### Floorplan with the power grid

Pins as bars on the die edge.
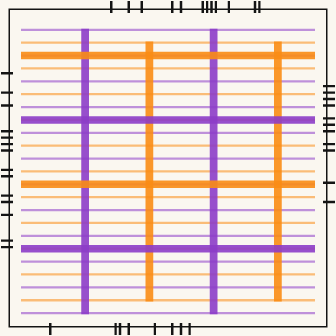
### Placed cells, one color a class

Bar = 20 um.
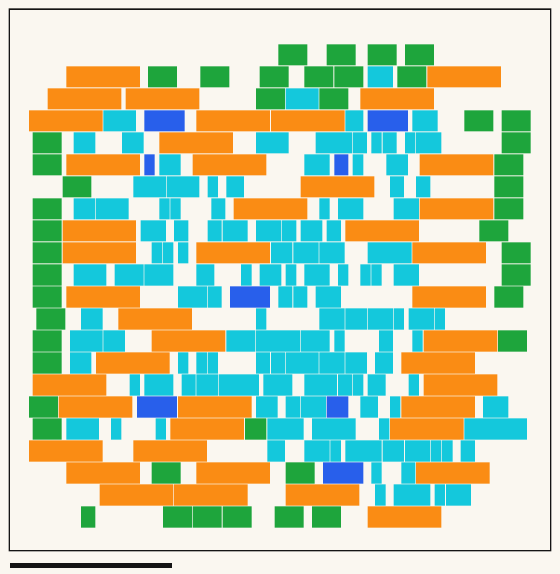
File: config.mk
export PLATFORM = sky130hd
export DESIGN_NAME = mc_ctrl_seq
export DESIGN_NICKNAME = d
export VERILOG_FILES = /design/src/rtl/mc_ctrl_seq.sv
export SDC_FILE = /design/constraint.sdc
export NUM_CORES = 1
export LEC_CHECK = 0
export CORE_MARGIN = 2
export CORE_UTILIZATION = 54
export CTS_BUF_LIST = sky130_fd_sc_hd__clkbuf_8 sky130_fd_sc_hd__clkbuf_16
export CTS_CLUSTER_SIZE = 10
export DETAILED_ROUTE_END_ITERATION = 10
export PLACE_DENSITY = 0.84
export SKIP_CTS_REPAIR_TIMING = 1
export SLEW_MARGIN = 10
export SYNTH_ARGS = -nofsm -noshare
export SYNTH_HDL_FRONTEND = slang
export SYNTH_SLANG_ARGS = --single-unit
export TNS_END_PERCENT = 20
File: constraint.sdc
create_clock -name clk -period 2.9 [get_ports clk]
set_input_delay 0.29 -clock clk [delete_from_list [all_inputs] [get_ports clk]]
set_output_delay 0.29 -clock clk [all_outputs]
set_load 0.02 [all_outputs]
File: src/rtl/mc_ctrl_seq.sv
// Multi-cycle control sequencer for the 8-bit non-pipelined core.
// Fetches an instruction over a req/ack port, decodes it, and steps through
// EXEC / MEM / WB, driving ALU controls, the data-memory handshake and the
// register-file write strobe. Every output is a register loaded from the
// next-state decode, so it lines up exactly with the state it belongs to.
module mc_ctrl_seq #(
  parameter int PC_W        = 8,
  parameter int ACK_TIMEOUT = 15
) (
  input  logic            clk,
  input  logic            rst_n,
  input  logic            start,
  output logic            imem_req,
  output logic [PC_W-1:0] imem_addr,
  input  logic            imem_ack,
  input  logic [7:0]      imem_rdata,
  output logic            alusrc,
  output logic [2:0]      alu_op,
  output logic [2:0]      imm,
  output logic            rs_sel,
  output logic            reg_waddr,
  output logic            reg_we,
  output logic            wb_sel,
  output logic            dmem_req,
  output logic            dmem_we,
  input  logic            dmem_ack,
  output logic            busy,
  output logic            fault,
  output logic [PC_W-1:0] pc
);

  typedef enum logic [2:0] {
    S_IDLE, S_FETCH, S_DECODE, S_EXEC, S_MEM, S_WB, S_HALT, S_FAULT
  } state_t;

  localparam logic [2:0] OP_ADD  = 3'b000;
  localparam logic [2:0] OP_HALT = 3'b011;
  localparam logic [2:0] OP_ADDI = 3'b100;
  localparam logic [2:0] OP_SW   = 3'b101;
  localparam logic [2:0] OP_LW   = 3'b110;
  localparam logic [2:0] OP_SLL  = 3'b111;

  // A wait gives up after ACK_TIMEOUT request cycles with no ack; the timer
  // holds the number of ack-less cycles already spent, so the last allowed
  // cycle sees ACK_TIMEOUT-1 and an ack in that cycle still wins.
  localparam logic [7:0] TO_LAST = 8'(ACK_TIMEOUT - 1);

  state_t          state_q, state_d;
  logic [PC_W-1:0] pc_q, pc_d;
  logic [7:0]      ir_q, ir_d;
  logic [7:0]      timer_q, timer_d;
  logic            fault_q, fault_d;

  logic            imem_req_q, imem_req_d;
  logic            alusrc_q, alusrc_d;
  logic [2:0]      alu_op_q, alu_op_d;
  logic [2:0]      imm_q, imm_d;
  logic            rs_sel_q, rs_sel_d;
  logic            reg_waddr_q, reg_waddr_d;
  logic            reg_we_q, reg_we_d;
  logic            wb_sel_q, wb_sel_d;
  logic            dmem_req_q, dmem_req_d;
  logic            dmem_we_q, dmem_we_d;
  logic            busy_q, busy_d;

  logic [2:0]      op_q, op_d;
  logic            ctl_d;

  assign op_q = ir_q[7:5];
  assign op_d = ir_d[7:5];

  // Next-state, PC, instruction register and handshake timer.
  always_comb begin
    state_d = state_q;
    pc_d    = pc_q;
    ir_d    = ir_q;
    timer_d = '0;
    fault_d = fault_q;
    unique case (state_q)
      S_IDLE, S_HALT, S_FAULT: begin
        if (start) begin
          state_d = S_FETCH;
          fault_d = 1'b0;
        end
      end
      S_FETCH: begin
        if (imem_ack) begin
          ir_d    = imem_rdata;
          state_d = S_DECODE;
        end else if (timer_q >= TO_LAST) begin
          state_d = S_FAULT;
          fault_d = 1'b1;
        end else begin
          timer_d = timer_q + 8'd1;
        end
      end
      S_DECODE: begin
        unique case (op_q)
          OP_ADD, OP_SLL, OP_ADDI, OP_LW, OP_SW: state_d = S_EXEC;
          OP_HALT: begin
            state_d = S_HALT;
            pc_d    = pc_q + PC_W'(1);
          end
          default: begin
            state_d = S_FAULT;
            fault_d = 1'b1;
          end
        endcase
      end
      S_EXEC: begin
        if (op_q == OP_LW || op_q == OP_SW) state_d = S_MEM;
        else                                state_d = S_WB;
      end
      S_MEM: begin
        if (dmem_ack) begin
          if (op_q == OP_SW) begin
            state_d = S_FETCH;
            pc_d    = pc_q + PC_W'(1);
          end else begin
            state_d = S_WB;
          end
        end else if (timer_q >= TO_LAST) begin
          state_d = S_FAULT;
          fault_d = 1'b1;
        end else begin
          timer_d = timer_q + 8'd1;
        end
      end
      S_WB: begin
        state_d = S_FETCH;
        pc_d    = pc_q + PC_W'(1);
      end
      default: state_d = S_IDLE;
    endcase
  end

  // Output decode from the state being entered, so the registered outputs
  // are valid for the whole of that state.
  always_comb begin
    ctl_d       = (state_d == S_DECODE) || (state_d == S_EXEC) ||
                  (state_d == S_MEM)    || (state_d == S_WB);
    imem_req_d  = (state_d == S_FETCH);
    alusrc_d    = ctl_d && (op_d == OP_ADD || op_d == OP_SLL);
    alu_op_d    = ctl_d ? op_d : 3'b000;
    imm_d       = ctl_d ? ir_d[2:0] : 3'b000;
    rs_sel_d    = ctl_d && ir_d[3];
    reg_waddr_d = ctl_d && ir_d[4];
    reg_we_d    = (state_d == S_WB);
    wb_sel_d    = (state_d == S_WB) && (op_d == OP_LW);
    dmem_req_d  = (state_d == S_MEM);
    dmem_we_d   = (state_d == S_MEM) && (op_d == OP_SW);
    busy_d      = !((state_d == S_IDLE) || (state_d == S_HALT) ||
                    (state_d == S_FAULT));
  end

  // Sequencer state and registered outputs; reset drops every strobe at once.
  always_ff @(posedge clk or negedge rst_n) begin
    if (!rst_n) begin
      state_q     <= S_IDLE;
      pc_q        <= '0;
      ir_q        <= '0;
      timer_q     <= '0;
      fault_q     <= 1'b0;
      imem_req_q  <= 1'b0;
      alusrc_q    <= 1'b0;
      alu_op_q    <= 3'b000;
      imm_q       <= 3'b000;
      rs_sel_q    <= 1'b0;
      reg_waddr_q <= 1'b0;
      reg_we_q    <= 1'b0;
      wb_sel_q    <= 1'b0;
      dmem_req_q  <= 1'b0;
      dmem_we_q   <= 1'b0;
      busy_q      <= 1'b0;
    end else begin
      state_q     <= state_d;
      pc_q        <= pc_d;
      ir_q        <= ir_d;
      timer_q     <= timer_d;
      fault_q     <= fault_d;
      imem_req_q  <= imem_req_d;
      alusrc_q    <= alusrc_d;
      alu_op_q    <= alu_op_d;
      imm_q       <= imm_d;
      rs_sel_q    <= rs_sel_d;
      reg_waddr_q <= reg_waddr_d;
      reg_we_q    <= reg_we_d;
      wb_sel_q    <= wb_sel_d;
      dmem_req_q  <= dmem_req_d;
      dmem_we_q   <= dmem_we_d;
      busy_q      <= busy_d;
    end
  end

  assign imem_req  = imem_req_q;
  assign imem_addr = pc_q;
  assign alusrc    = alusrc_q;
  assign alu_op    = alu_op_q;
  assign imm       = imm_q;
  assign rs_sel    = rs_sel_q;
  assign reg_waddr = reg_waddr_q;
  assign reg_we    = reg_we_q;
  assign wb_sel    = wb_sel_q;
  assign dmem_req  = dmem_req_q;
  assign dmem_we   = dmem_we_q;
  assign busy      = busy_q;
  assign fault     = fault_q;
  assign pc        = pc_q;

endmodule

==> flow_summary.toml <==
# flow metrics
[power]
power_frac_seq_pct = 37.9
total_power_mw = 2.67
combPwrFrac_pct = 48.7
p_comb_mw = 1.30
p_sw_share_pct = 40.3
powerSeq_mw = 1.01

[setup_path]
crit_end = "dmem_we"
critPathLaunchType = "flop"
slowest_stage = "a2111oi_0"
critical-path-top-delay-family = "AND-OR/OR-AND gates"
critical_path_class = "flop to flop"
r2r_start = "timer_q[0]"
timing.rr.end = "dmem_we"
worstRegToRegCells = 8

[die]
fp_util_pct = 57.2

[outcome]
outcome = "finished, final reports clean"

[drt]
drtIter0Drc = 60
dr.pass1.iters = 4
vias = 1438
routedWlPerCell_um = 13.2
ant_nets = 0
wirelength_um = 3600

[worst_hold_path]
hp-class = "primary input to asynchronous set/reset pin"

[job]
warning_count = 27

[global_route]
grt_pass1_vias = 1339
grt_pass1_wl_um = 6060
grt_overflow_total = 0
busiest_layer = "met2"
use_met2_pct = 28.4

[layout]
nNonClkBuffers = 45
area_growth_pct = 21.8
n_clock_buffer = 5
clk_share_pct = 3.29
largest_class = "flip-flops and latches"
nets = 240
regArea_um2 = 1080
nFillCells = 302

[sta]
hold_viol_final = 0
relSlewSlack_pct = 39.6
setup_viol = 0
rsz0062_at_grt = "no"
max_freq_mhz = 487
whs_ps = 121

[clocking]
h-tree-depth = 2
insertion_delay_ps = 300
cts_tree = "yes"

[synth]
common_cells = "dfrtp_1, nor2_1, buf_4, mux2_2, nand2_1"
ys_area_um2 = 2130
edf_count = 0
ys_async_sr_fraction_pct = 100
syn_area_per_cell_um2 = 11.2
synthTopCellsByArea = "dfrtp_1, mux2_2, buf_4, nor2_1, xor2_1"

[placed_design]
hpwl_um = 2560
dp_slack_ps = 747
-- 'Floorplan with the power grid' (at the start) --
legend:
  VDD:
    color: orange
  VSS:
    color: purple
met4 straps: 4
rows: 22
met5 straps: 4
die height: 66.7 um
chip width: 66.7 um

-- 'Placed cells, one color a class' (at the start) --
legend:
  remaining buffers and delay cells:
    color: green
    cells: 45
    share_of_their_area: 18%
  combinational and other logic:
    color: cyan
    cells: 129
    share_of_their_area: 37%
  clock drivers and dummy loads:
    color: blue
    cells: 8
    share_of_their_area: 3.4%
  sequential cells:
    color: orange
    cells: 43
    share_of_their_area: 43%
placeable core region: 3720 um^2
Design Area, Final: 2590 um^2
FP Rows: 22

## through the flow
step | instances | cell area, um^2
after global routing | 273 | 2590
after detailed placement | 265 | 2500
after CTS | 273 | 2590
after floorplan | 191 | 2130
after global placement | 265 | 2500
final | 273 | 2590
## kinds of logic after synthesis
logic type                 after synthesis  share of synthesized area, %
AOI/OAI and AO/OA                       34                          12.5
xor gates and xnor gates                11                          4.53
adders and majority gates                3                          1.77
buffers and inverters                   26                          7.47
DFF                                     43                          50.6
muxes                                   11                          5.71
other                                    1                         0.176
and+or+nand+nor                         60                          17.2
## registers in the layout, summed over array words and instances (netlist names)
name,cells
reg_we,1
fault,1
timer_q,8
dmem_we,1
reg_waddr,1
rs_sel,1
state_q,3
imem_req,1
dmem_req,1
busy,1
imm,3
alusrc,1
wb_sel,1
alu_op,3
imem_addr,8
ir_q,8
